==> src/rtl/calc_pkg.sv <==
// Shared types and constants for the calculator result display: FSM encoding,
// seven-segment patterns (active-low {g,f,e,d,c,b,a}) and digit indices.
package calc_pkg;

    typedef enum logic [1:0] {
        ST_IDLE  = 2'd0,
        ST_SHIFT = 2'd1,
        ST_DONE  = 2'd2
    } conv_state_t;

    localparam logic [6:0] SEG_BLANK = 7'b1111111;
    localparam logic [6:0] SEG_MINUS = 7'b0111111;

    localparam logic [6:0] SEG_DIGIT [0:9] = '{
        7'b1000000, 7'b1111001, 7'b0100100, 7'b0110000, 7'b0011001,
        7'b0010010, 7'b0000010, 7'b1111000, 7'b0000000, 7'b0010000
    };

    localparam logic [1:0] DIG_ONES     = 2'd0;
    localparam logic [1:0] DIG_TENS     = 2'd1;
    localparam logic [1:0] DIG_HUNDREDS = 2'd2;
    localparam logic [1:0] DIG_SIGN     = 2'd3;

    // Add-3 correction applied to every nibble of the BCD scratch before a shift.
    function automatic logic [11:0] bcd_adjust(input logic [11:0] b);
        logic [11:0] r;
        r = b;
        if (r[3:0]  >= 4'd5) r[3:0]  = r[3:0]  + 4'd3;
        if (r[7:4]  >= 4'd5) r[7:4]  = r[7:4]  + 4'd3;
        if (r[11:8] >= 4'd5) r[11:8] = r[11:8] + 4'd3;
        return r;
    endfunction

    function automatic logic [6:0] digit_seg(input logic [3:0] nib);
        logic [6:0] s;
        case (nib)
            4'd0:    s = SEG_DIGIT[0];
            4'd1:    s = SEG_DIGIT[1];
            4'd2:    s = SEG_DIGIT[2];
            4'd3:    s = SEG_DIGIT[3];
            4'd4:    s = SEG_DIGIT[4];
            4'd5:    s = SEG_DIGIT[5];
            4'd6:    s = SEG_DIGIT[6];
            4'd7:    s = SEG_DIGIT[7];
            4'd8:    s = SEG_DIGIT[8];
            4'd9:    s = SEG_DIGIT[9];
            default: s = SEG_BLANK;
        endcase
        return s;
    endfunction

endpackage

==> src/rtl/bin_to_bcd_seq.sv <==
// Sequential 8-bit binary to 3-digit BCD converter (shift-add-3, one bit per clock).
// The sign flag rides along so it lands on the display together with the magnitude.
//
//  state    | meaning
//  ST_IDLE  | waiting for i_Load; clears o_Busy/o_Done after a conversion
//  ST_SHIFT | eight adjust-and-shift steps, shift_cnt counts down 7..0
//  ST_DONE  | publish scratch to o_BCD/o_Neg, pulse o_Done
module bin_to_bcd_seq
    import calc_pkg::*;
(
    input  logic        i_Clk,
    input  logic        i_Rst_n,
    input  logic        i_Load,
    input  logic [7:0]  i_Bin,
    input  logic        i_Neg,
    output logic        o_Busy,
    output logic        o_Done,
    output logic [11:0] o_BCD,
    output logic        o_Neg
);

    conv_state_t state;
    logic [7:0]  bin;
    logic [11:0] bcd;
    logic [2:0]  shift_cnt;
    logic        neg_pend;

    always_ff @(posedge i_Clk or negedge i_Rst_n) begin
        if (!i_Rst_n) begin
            state     <= ST_IDLE;
            bin       <= '0;
            bcd       <= '0;
            shift_cnt <= '0;
            neg_pend  <= 1'b0;
            o_Busy    <= 1'b0;
            o_Done    <= 1'b0;
            o_BCD     <= '0;
            o_Neg     <= 1'b0;
        end else begin
            case (state)
                ST_IDLE: begin
                    o_Busy <= 1'b0;
                    o_Done <= 1'b0;
                    // o_Busy is still high in the cycle after DONE, so a load there is dropped
                    if (i_Load && !o_Busy) begin
                        bin       <= i_Bin;
                        neg_pend  <= i_Neg;
                        bcd       <= '0;
                        shift_cnt <= 3'd7;
                        o_Busy    <= 1'b1;
                        state     <= ST_SHIFT;
                    end
                end
                ST_SHIFT: begin
                    {bcd, bin} <= {bcd_adjust(bcd), bin} << 1;
                    shift_cnt  <= shift_cnt - 3'd1;
                    if (shift_cnt == 3'd0) begin
                        state <= ST_DONE;
                    end
                end
                ST_DONE: begin
                    o_BCD  <= bcd;
                    o_Neg  <= neg_pend;
                    o_Done <= 1'b1;
                    state  <= ST_IDLE;
                end
                default: begin
                    state <= ST_IDLE;
                end
            endcase
        end
    end

endmodule

==> src/rtl/calc_result_display.sv <==
// Calculator result consumer: converts the magnitude to BCD and scans sign/hundreds/
// tens/ones onto a 4-digit multiplexed active-low seven-segment display.
module calc_result_display
    import calc_pkg::*;
#(
    parameter int REFRESH_DIV = 100000
) (
    input  logic        i_Clk,
    input  logic        i_Rst_n,
    input  logic        i_Load,
    input  logic [7:0]  i_Result,
    input  logic        i_Neg,
    output logic        o_Busy,
    output logic        o_Done,
    output logic [11:0] o_BCD,
    output logic [6:0]  o_Seg,
    output logic [3:0]  o_An
);

    localparam int CNT_W = (REFRESH_DIV > 2) ? $clog2(REFRESH_DIV) : 1;

    logic             disp_neg;
    logic [CNT_W-1:0] scan_cnt;
    logic [1:0]       dig_idx;
    logic             scan_tc;
    logic [1:0]       dig_next;
    logic [6:0]       seg_next;
    logic [3:0]       hund;
    logic [3:0]       tens;
    logic [3:0]       ones;

    bin_to_bcd_seq u_conv (
        .i_Clk   (i_Clk),
        .i_Rst_n (i_Rst_n),
        .i_Load  (i_Load),
        .i_Bin   (i_Result),
        .i_Neg   (i_Neg),
        .o_Busy  (o_Busy),
        .o_Done  (o_Done),
        .o_BCD   (o_BCD),
        .o_Neg   (disp_neg)
    );

    assign hund = o_BCD[11:8];
    assign tens = o_BCD[7:4];
    assign ones = o_BCD[3:0];

    always_comb begin
        scan_tc  = (scan_cnt == CNT_W'(REFRESH_DIV - 1));
        dig_next = scan_tc ? dig_idx + 2'd1 : dig_idx;
        seg_next = SEG_BLANK;
        // Leading zeros are blanked; ones is always lit so zero reads "0"
        case (dig_next)
            DIG_ONES:     seg_next = digit_seg(ones);
            DIG_TENS:     seg_next = (hund == 4'd0 && tens == 4'd0) ? SEG_BLANK : digit_seg(tens);
            DIG_HUNDREDS: seg_next = (hund == 4'd0) ? SEG_BLANK : digit_seg(hund);
            DIG_SIGN:     seg_next = (disp_neg && o_BCD != 12'd0) ? SEG_MINUS : SEG_BLANK;
            default:      seg_next = SEG_BLANK;
        endcase
    end

    // Segment and anode registers follow the index that is about to be current,
    // so they switch on the same edge as dig_idx.
    always_ff @(posedge i_Clk or negedge i_Rst_n) begin
        if (!i_Rst_n) begin
            scan_cnt <= '0;
            dig_idx  <= DIG_ONES;
            o_Seg    <= SEG_DIGIT[0];
            o_An     <= 4'b1110;
        end else begin
            scan_cnt <= scan_tc ? '0 : scan_cnt + CNT_W'(1);
            dig_idx  <= dig_next;
            o_Seg    <= seg_next;
            o_An     <= ~(4'b0001 << dig_next);
        end
    end

endmodule
==> config.mk <==
export PLATFORM = sky130hd
export DESIGN_NAME = calc_result_display
export DESIGN_NICKNAME = d
export VERILOG_FILES = /design/src/rtl/calc_pkg.sv /design/src/rtl/bin_to_bcd_seq.sv /design/src/rtl/calc_result_display.sv
export SDC_FILE = /design/constraint.sdc
export NUM_CORES = 1
export LEC_CHECK = 0
export ABC_CLOCK_PERIOD_IN_PS = 3000
export CORE_UTILIZATION = 58
export CTS_CLUSTER_SIZE = 30
export DETAILED_ROUTE_END_ITERATION = 12
export PLACE_DENSITY_LB_ADDON = 0.25
export SYNTH_ARGS = -nofsm -noshare
export SYNTH_HDL_FRONTEND = slang
export SYNTH_HIERARCHICAL = 1
export SYNTH_SLANG_ARGS = --single-unit
==> constraint.sdc <==
create_clock -name i_Clk -period 3 [get_ports i_Clk]
set_input_delay 0.3 -clock i_Clk [delete_from_list [all_inputs] [get_ports i_Clk]]
set_output_delay 0.3 -clock i_Clk [all_outputs]
set_load 0.03 [all_outputs]
==> run_1/congestion.png <==
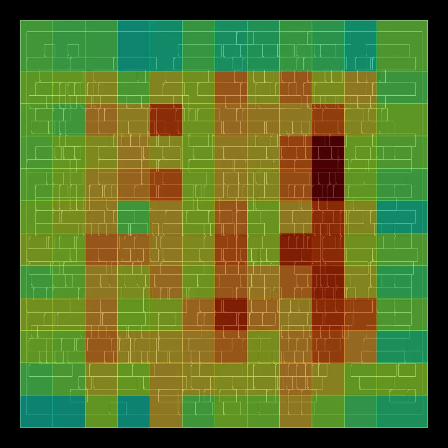
met1 Use GR: 0.295
GR peak layer: met2

==> run_1/layer_met1.png <==
Supply wires on this layer in gray.
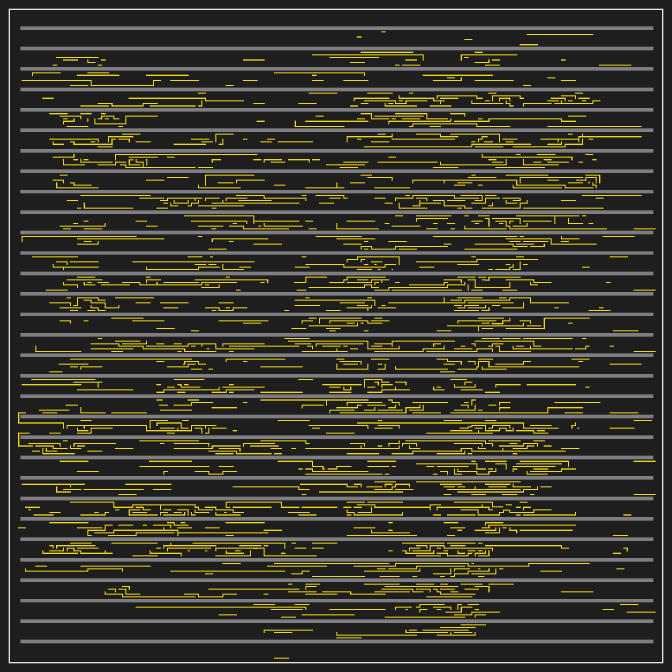
share of all routed wire: 44%
main direction: horizontal
wire length on this layer: 3770 um
nets with wire on the layer: 443
final wirelength: 8.46 mm
DR vias: 3236

==> run_1/placement_by_type.png <==
The bar under the picture is 20 um long. Fill, decap, tap and diode cells in gray.
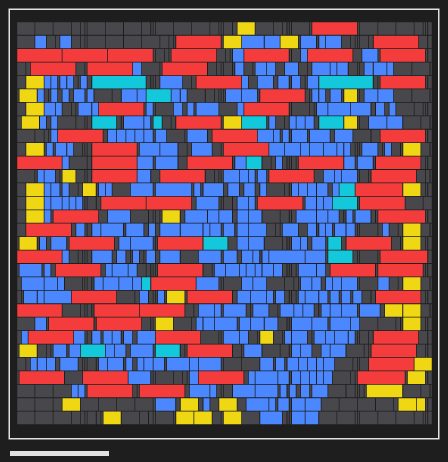
legend:
  blue:
    class: combinational and other logic
    cells: 341
  cyan:
    class: clock drivers and dummy loads
    cells: 16
  red:
    class: sequential cells
    cells: 71
  yellow:
    class: remaining buffers and delay cells
    cells: 42
fin area: 4790 sq um
flop share of the area: 0.372
Core Rows: 30
core area: 6870 sq um
final design utilization: 0.698

==> impl_metrics.json, run 1 <==
{
  "dr.max_layer_used": "met4",
  "drv_cap": 0,
  "path_delay_family": "simple AND/OR/NAND/NOR gates",
  "placed_cell_area_sq_um": 4570,
  "first_pass_iters": 4,
  "netlist_logic_family_top": "simple AND/OR/NAND/NOR gates",
  "synthAdderAreaFrac": 0.0691,
  "grt_pass1_vias": 3166,
  "dp.cells": 550,
  "synthXorXnorAreaFrac": 0.0463,
  "ff2ff_setup_slack_ns": 0.42,
  "edf_count": 0,
  "pre_cts_ws_ns": 0.443,
  "powerDensity_nw_per_um2": 1000,
  "met3_wirelength_um": 344,
  "critPathKind": "reg -> reg",
  "yosys_warnings": 6,
  "outcome": "finished, final reports clean",
  "overflow": 0,
  "diodes": 0,
  "holdCritPathClass": "in -> async",
  "cp_max_fo": 9,
  "maxSlewViolCount": 0,
  "clock-sinks": 71,
  "mux_share": 0.0352,
  "clk_latency_ns": 0.35,
  "common_cells": "dfrtp_1, nand2_1, nor2_1, nand3_1",
  "logic_area_sq_um": 2190,
  "ff_type": "dfrtp_1",
  "tightest_slew_ns": 1.22,
  "drtIter0Drc": 167,
  "viasPerCell": 5.72,
  "yosysChipArea_sq_um": 4160,
  "skew_ns": 0.00857,
  "fillerInstances": 536,
  "aoi_share": 0.147,
  "cts-root-buf": "clkbuf_8",
  "post_cts_buffers": 0,
  "cp.depth": 5,
  "peakVddDrop_v": 0.000916,
  "ys_seq_share": 0.428,
  "hold_buffers": 0,
  "static-leakage-power_uw": 0.00204,
  "r2r-start": "scan_cnt[6]",
  "wl_met2_mm": 4.13,
  "area_leaders": "dfrtp_1, ha_1, nand2_1",
  "setup_violations": 0,
  "avgSynthCellArea_sq_um": 9.55,
  "fin_nets": 500,
  "path_clk_slew_ns": 0.07,
  "syn_nets": 471,
  "regArea_sq_um": 1780,
  "htreeDepth": 3,
  "fin_crit_ns": 2.58,
  "cts_tree": "done",
  "final.setup.worst_slack_ns": 0.421,
  "rr_worst_depth": 5,
  "yosys_cells": 436,
  "synthCells": 436,
  "crit_required_ns": 3.22,
  "io_pins": 37,
  "synth-seq-cells": 71,
  "cp_slowest_cell": "or4_1",
  "yosys.area.top_type": "dfrtp_1",
  "drive_gt1_frac": 0.115,
  "cts_resized": 0,
  "hold_violations": 0,
  "critPathLaunchType": "flop",
  "simple_gate_area_frac": 0.228,
  "period_used_share": 0.860,
  "drc": 0,
  "port_buffers": 36,
  "slew_headroom": 0.189,
  "die_height_um": 86.7,
  "top_cell": "dfrtp_1",
  "avgRoutedWirePerCell_um": 15.0
}
## run 1: layout by cell type, fill, tap and decap left out, types with 3 or more instances in the layout
cell / n
nand2_1: 49
buf_4: 5
o31ai_2: 3
dfrtp_1: 67
nor4_1: 5
a221oi_1: 5
nor3_1: 5
nand3_1: 24
xnor2_1: 15
o211ai_1: 5
or3_1: 5
a21oi_1: 17
nor3b_1: 3
clkdlybuf4s50_1: 35
dfstp_2: 4
nor2b_1: 8
o21ai_0: 23
ha_1: 23
nand4_1: 5
clkbuf_8: 9
nand3b_1: 4
a31oi_1: 9
mux2_2: 13
o31ai_1: 6
o22ai_1: 4
xor2_1: 7
nand2b_1: 14
inv_1: 19
nor2_1: 29
a32o_1: 3
## run 1: metrics by stage
step           hold WS (ns)  power (uW)
4_1_cts              0.0327        4820
6_report             0.0196        4790
3_5_place_dp          0.411        3960
2_1_floorplan       0.00441        3270
5_1_grt              0.0763        5170
3_3_place_gp          0.402        3870
## run 1: power breakdown
| part | total [uW] | internal (uW) | leakage [uW] | switching (uW) |
|---|---|---|---|---|
| clock network | 838 | 470 | 0.000110 | 368 |
| registers | 1580 | 1260 | 0.000890 | 320 |
| logic | 2380 | 1040 | 0.00104 | 1340 |
## run 1: area by class of cell
| class | instances | area share |
|---|---|---|
| tap | 96 | 0.0251 |
| clock inverter | 7 | 0.0198 |
| multi-input combinational | 322 | 0.456 |
| clock buffer | 9 | 0.0258 |
| inverter | 19 | 0.0149 |
| sequential | 71 | 0.372 |
| timing repair buffer | 42 | 0.0862 |
## run 1: flip-flops by register name, summed over array words and instances, names as in the netlist, 2 cells and up
register          count
u_conv/state          2
u_conv/o_BCD         12
dig_idx               2
u_conv/bcd           12
scan_cnt             17
o_Seg                 7
o_An                  4
u_conv/bin            8
u_conv/shift_cnt      3
==> run 2: changes to the inputs <==
--- a/config.mk
+++ b/config.mk
@@ -6,6 +6,7 @@
 export NUM_CORES = 1
 export LEC_CHECK = 0
 export ABC_CLOCK_PERIOD_IN_PS = 3000
+export CORE_MARGIN = 5
 export CORE_UTILIZATION = 58
 export CTS_CLUSTER_SIZE = 30
 export DETAILED_ROUTE_END_ITERATION = 12
==> run_2/layer_met1.png <==
Supply wires on this layer in gray.
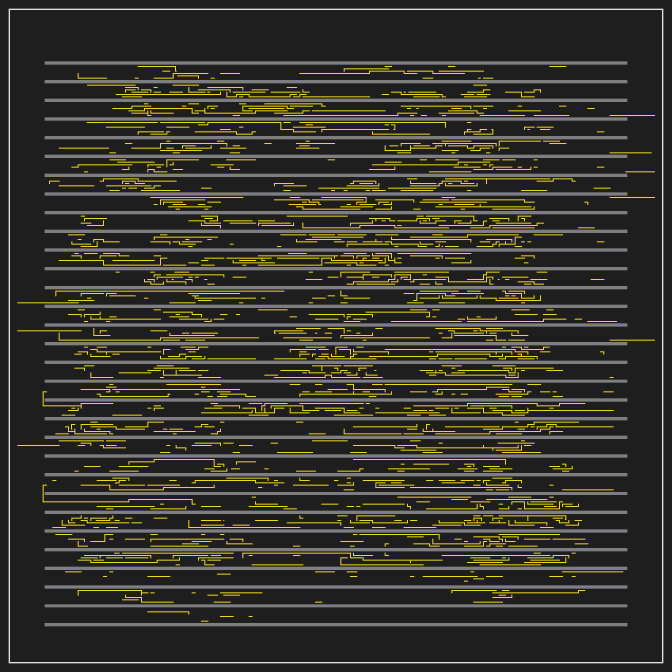
wire length on this layer: 3780 um
share of all routed wire: 44%
nets with wire on the layer: 445
longest straight run: 33.1 um
main direction: horizontal

==> run 2 against run 1 <==
Net effect: global-route usage is 4.1 points lower; routed wire length is 0.47% higher; sequential power hardly changed; clock power is 22% lower; first-iteration DRC count is 25% lower; core utilization is 1.1 points lower; maximum frequency is 0.85% lower.
==> impl_metrics.json, run 2 <==
{
  "critPathLaunchType": "flop",
  "io_pins": 37,
  "path_clk_slew_ns": 0.08,
  "r2r-start": "scan_cnt[6]",
  "fin_nets": 503,
  "hold_buffers": 0,
  "simple_gate_area_frac": 0.228,
  "htreeDepth": 3,
  "static-leakage-power_uw": 0.00202,
  "synthXorXnorAreaFrac": 0.0463,
  "clock-sinks": 71,
  "p_clk_frac": 0.142,
  "regArea_sq_um": 1780,
  "outcome": "finished, final reports clean",
  "row_count": 30,
  "logic_area_sq_um": 2190,
  "setup_violations": 0,
  "port_buffers": 36,
  "mux_share": 0.0352,
  "ff_type": "dfrtp_1",
  "avgSynthCellArea_sq_um": 9.55,
  "p_seq_frac": 0.341,
  "first_pass_iters": 4,
  "clk_latency_ns": 0.35,
  "drtIter0Drc": 125,
  "cp_max_fo": 9,
  "maxSlewViolCount": 0,
  "common_cells": "dfrtp_1, nand2_1, nor2_1, nand3_1",
  "drv_cap": 0,
  "top_regs": "scan_cnt (17), u_conv/bcd (12), u_conv/o_BCD (12)",
  "switching_share": 0.436,
  "die_height_um": 94.7,
  "cts-root-buf": "clkbuf_8",
  "internal_power_uw": 2600,
  "area_leaders": "dfrtp_1, ha_1, nand2_1",
  "cp_slowest_cell": "or4_1",
  "powerDensity_nw_per_um2": 973,
  "yosys.area.top_type": "dfrtp_1",
  "critPathKind": "reg -> reg",
  "period_used_share": 0.867,
  "ff2ff_setup_slack_ns": 0.40,
  "drc": 0,
  "yosys_cells": 436,
  "slew_headroom": 0.478,
  "aoi_share": 0.147,
  "synth-seq-cells": 71,
  "largest_reg_flops": 17,
  "yosys_warnings": 6,
  "avgRoutedWirePerCell_um": 14.9,
  "combPwrFrac": 0.518,
  "tightest_slew_ns": 0.776,
  "diodes": 0,
  "drive_gt1_frac": 0.114,
  "whs_ns": 0.0215,
  "cts_resized": 0,
  "fillerInstances": 569,
  "overflow": 0,
  "hold_violations": 0,
  "peakVddDrop_v": 0.000607
}
==> run_2/placement_by_type.png <==
The bar under the picture is 20 um long. Fill, decap, tap and diode cells in gray.
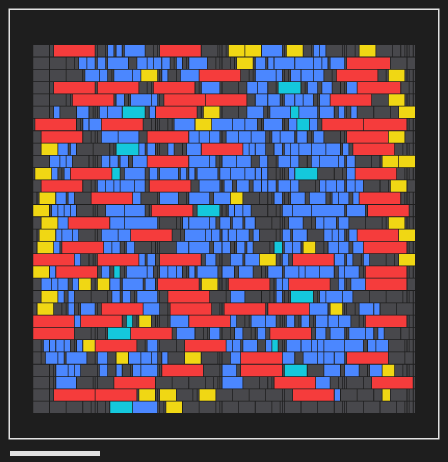
legend:
  blue:
    class: combinational and other logic
    cells: 341
  cyan:
    class: clock drivers and dummy loads
    cells: 16
  yellow:
    class: remaining buffers and delay cells
    cells: 45
  red:
    class: sequential cells
    cells: 71
final design utilization: 0.686
flop share of the area: 0.376
core area: 6910 sq um
fin area: 4740 sq um

run 2: metal layers:
layer	share of wire	global-route usage
met5	0	0
met4	0.023	0.0950
met3	0.038	0.0351
met2	0.50	0.346
met1	0.44	0.267
run 2: how the worst max path moves through the flow:
| stage | startpoint | endpoint | slack (ns) | cells after the start |
|---|---|---|---|---|
| 3_5_place_dp | scan_cnt[6] | o_Seg[3] | 0.43 | 5 |
| 4_1_cts | scan_cnt[6] | o_Seg[3] | 0.42 | 5 |
| 3_3_place_gp | scan_cnt[6] | o_Seg[3] | 0.49 | 5 |
| 5_1_grt | scan_cnt[0] | o_Seg[3] | 0.30 | 6 |
| 6_report | scan_cnt[6] | o_Seg[3] | 0.40 | 5 |
| 2_1_floorplan | u_conv/o_BCD[9] | o_Seg[3] | 0.59 | 7 |
run 2: logic make-up after synthesis:
group | after synthesis
AND-OR/OR-AND | 90
adder cells (fa/ha/maj) | 23
XOR/XNOR | 22
multiplexers | 13
AND/OR/NAND/NOR | 174
flip-flops | 71
buffers and inverters | 43
run 2: cell type report:
class                   instances  area share
multi-input cells             322       0.461
flip-flops and latches         71       0.376
repair buffers                 45      0.0892
clock buffers                  12      0.0285
well taps                      96      0.0253
inverters                      19      0.0150
clock inverters                 4     0.00475
run 2: stage by stage:
stage,instance area (sq um),util,cells,setup slack (ns)
after floorplan,4160,-,436,0.585
after global placement,4580,0.664,553,0.488
after detailed placement,4580,0.664,553,0.434
after CTS,4740,0.686,569,0.423
after global routing,4740,0.686,569,0.303
final,4740,0.686,569,0.399
run 2: power by group through the flow:
stage               sequential (uW)  clock, uW  combinational (uW)
CTS                            1570        668                2400
global route                   1630        715                2650
global placement               1560          0                2320
finish                         1570        654                2390
detailed placement             1580          0                2370
floorplan                      1720          0                1560
==> run 3: changes to the inputs <==
--- a/config.mk
+++ b/config.mk
@@ -10,8 +10,9 @@
 export CORE_UTILIZATION = 58
 export CTS_CLUSTER_SIZE = 30
 export DETAILED_ROUTE_END_ITERATION = 12
+export HOLD_SLACK_MARGIN = 0.08
 export PLACE_DENSITY_LB_ADDON = 0.25
+export REMOVE_ABC_BUFFERS = 1
 export SYNTH_ARGS = -nofsm -noshare
 export SYNTH_HDL_FRONTEND = slang
-export SYNTH_HIERARCHICAL = 1
 export SYNTH_SLANG_ARGS = --single-unit
==> run_3/cell_density.png <==
The die is cut into 9 by 9 equal tiles; white is low, dark blue is high, 0 to 100% covered.
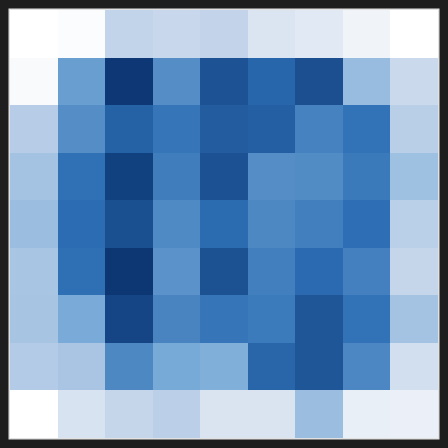
tiles over 75% full: 25%
fullest tile: 97%
nearly empty tiles: 4.9%
mean over tiles: 52%
final design utilization: 0.688
core area: 6830 sq um

==> run_3/placement_by_type.png <==
The bar under the picture is 20 um long. Fill, decap, tap and diode cells in gray.
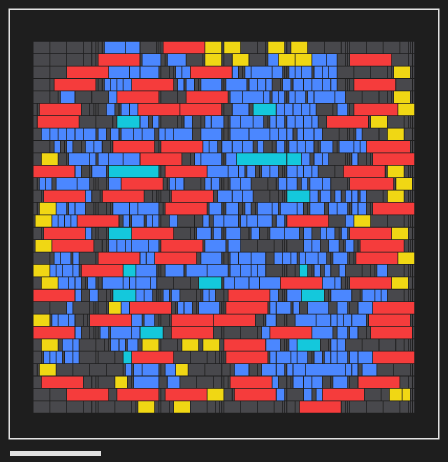
legend:
  cyan:
    class: clock drivers and dummy loads
    cells: 15
  yellow:
    class: remaining buffers and delay cells
    cells: 40
  blue:
    class: combinational and other logic
    cells: 363
  red:
    class: sequential cells
    cells: 71
fin area: 4700 sq um
flop share of the area: 0.379

==> run 3 against run 2 <==
Net effect: flip-flop count unchanged; highest routed layer unchanged; clock power is 27% higher; via count up 1.8%; clock skew up 0.0020 ns; sequential power about the same; maximum frequency increased by 14%; critical path type unchanged.
==> impl_metrics.json, run 3 <==
{
  "cts_buffers": 9,
  "antenna_found_initial": 0,
  "yosysChipArea_sq_um": 4080,
  "tightest_slew_ns": 0.863,
  "skew_ns": 0.00659,
  "critPathKind": "reg -> reg",
  "row_count": 30,
  "powerDensity_nw_per_um2": 981,
  "pre_cts_ws_ns": 0.732,
  "synth_area_sq_um": 4080,
  "avgSynthCellArea_sq_um": 8.98,
  "edf_count": 0,
  "io_pins": 37,
  "viasPerCell": 5.72,
  "drtIter0Drc": 272,
  "grt_pass1_vias": 3123,
  "fillerInstances": 547,
  "top_regs": "scan_cnt (17), u_conv.bcd (12), u_conv.o_BCD (12)",
  "peakVddDrop_v": 0.000516,
  "diodes": 0,
  "num_vias": 3346,
  "hold_buffers": 0,
  "r2r-start": "scan_cnt[0]",
  "crit_required_ns": 3.22,
  "ff_type": "dfrtp_1",
  "final_cell_mix": "dfrtp_1, nand2_1, nor2_1",
  "chipArea_sq_um": 8820,
  "critPathLaunchType": "flop",
  "static-leakage-power_uw": 0.00204,
  "top_cell": "dfrtp_1",
  "logic_area_sq_um": 2120,
  "regArea_sq_um": 1780,
  "clk_latency_ns": 0.35,
  "maxSlewViolCount": 0,
  "cts-root-buf": "clkbuf_8",
  "wirelength_mm": 8.50,
  "cts_tree": "done",
  "synth_top_area_share": 0.411,
  "cp_slowest_stage_delay_ns": 0.63,
  "common_cells": "dfrtp_1, nand2_1, nor2_1, o21ai_0, nand3_1",
  "period_used_share": 0.760,
  "area_leaders": "dfrtp_1, ha_1, nand2_1",
  "cts_resized": 0,
  "final.setup.worst_slack_ns": 0.720,
  "post_cts_buffers": 0,
  "cp_cell_sequence": "ha_1, and4_1, and4_1, o311ai_0, o21ai_0, o221ai_1",
  "yosys.area.top_type": "dfrtp_1",
  "htreeDepth": 3,
  "yosys_cells": 455,
  "clock-sinks": 71,
  "slew_headroom": 0.425,
  "cp-startpoint": "scan_cnt[0]",
  "grtUsageTotal": 0.208,
  "yosys_warnings": 0,
  "rsz0062_at_grt": "no",
  "avgRoutedWirePerCell_um": 14.5,
  "antenna_left": 0,
  "layout_top_cell": "dfrtp_1",
  "cp_slowest_cell": "and4_1",
  "placed_cell_area_sq_um": 4490,
  "drv_cap": 0,
  "port_buffers": 36,
  "whs_ns": 0.141,
  "drc": 0,
  "initial_core_util": 0.598,
  "warnings": 39,
  "first_pass_iters": 5,
  "synthCells": 455,
  "hold_violations": 0,
  "power_uw": 4610,
  "largest_reg_flops": 17,
  "holdCritPathClass": "in -> async",
  "ys_seq_share": 0.436,
  "path_clk_slew_ns": 0.08,
  "top_register": "scan_cnt",
  "fin_crit_ns": 2.28,
  "path_delay_family": "simple AND/OR/NAND/NOR gates",
  "synth_async_sr_flop_share": 1.00,
  "outcome": "finished, final reports clean",
  "area_growth_pct": 15.1,
  "drive_gt1_frac": 0.0838,
  "synth-seq-cells": 71,
  "die_height_um": 93.9,
  "fin_nets": 520,
  "setup_violations": 0,
  "cp_max_fo": 17,
  "overflow": 0,
  "cp_common_cell": "and4_1"
}
[run 3: netlist changes by cell type in the layout (fill, tap and decap cells not counted), sizes merged, moves of 6 or more]
cell   change
o21ai     +15
nor2       +9
a21oi      +7
mux2       -7
nand2      +6
nor3       +6
[run 3: worst paths after layout]
path | to | cells after the start | slack [ns]
max | o_Seg[1] | 6 | 0.72
min | scan_cnt[10] | 2 | 0.14
max reg2reg | o_Seg[1] | 6 | 0.72
min reg2reg | u_conv.shift_cnt[0] | 1 | 0.48
max in group asynchronous | u_conv.bcd[9] | 2 | 2.29
min in group i_Clk | u_conv.bin[0] | 3 | 0.48
[run 3: kinds of logic (layout without fill, tap and decap cells)]
family,after synthesis,in the layout,synth area share
buf+inv,44,78,0.0472
fa+ha+maj,23,23,0.0705
compound gates,106,106,0.156
flops,71,71,0.436
simple gates,184,184,0.229
mux,7,7,0.0190
xor+xnor,20,20,0.0429
[run 3: metal layers]
layer | routed length [um] | vias up | track usage
met5 | 0 | - | 0
met3 | 413 | 17 | 0.0457
met2 | 4020 | 91 | 0.324
met4 | 216 | 0 | 0.0975
li1 | - | 1650 | -
met1 | 3850 | 1588 | 0.275
[run 3: per-stage QoR]
stage,std cells,utilization
2_1_floorplan,434,-
3_3_place_gp,570,0.657
3_5_place_dp,570,0.657
4_1_cts,585,0.688
5_1_grt,585,0.688
6_report,585,0.688
[run 3: final cells by class]
cell class                      instances  area share
Multi-Input combinational cell        340       0.450
Sequential cell                        71       0.379
Timing Repair Buffer                   40      0.0820
Inverter                               23      0.0184
Clock inverter                          6      0.0184
Tap cell                               96      0.0256
Clock buffer                            9      0.0264
[run 3: power breakdown]
group / switching (uW) / internal (uW)
sequential: 340 / 1250
combinational: 1270 / 914
clock: 367 / 462
total: 1980 / 2630

==> layout pictures side by side <==
Metal 4.
The bar under the picture is 20 um long. Supply wires on this layer in gray. Cells faint in the background.
picture 1
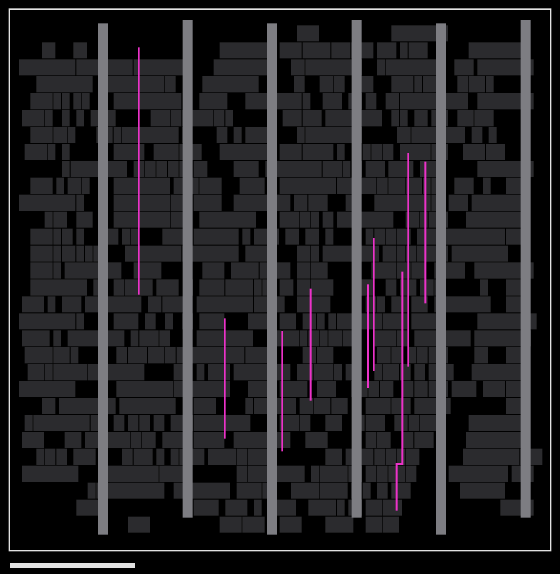
picture 2
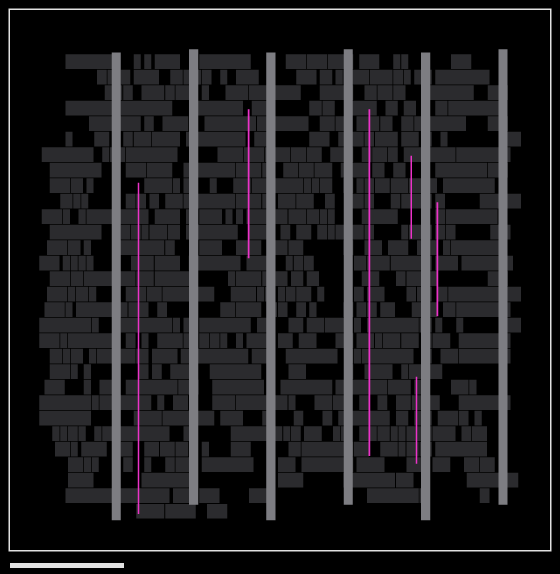
picture 3
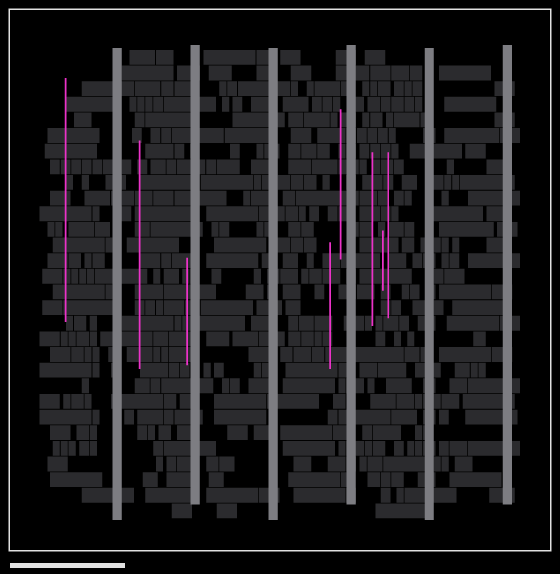
Run 1 is picture 1.
Run 2 is picture 2.
Run 3 is picture 3.
The one with the smallest die is picture 1.

No activity file was given, so power comes from the tool's default toggle rates.
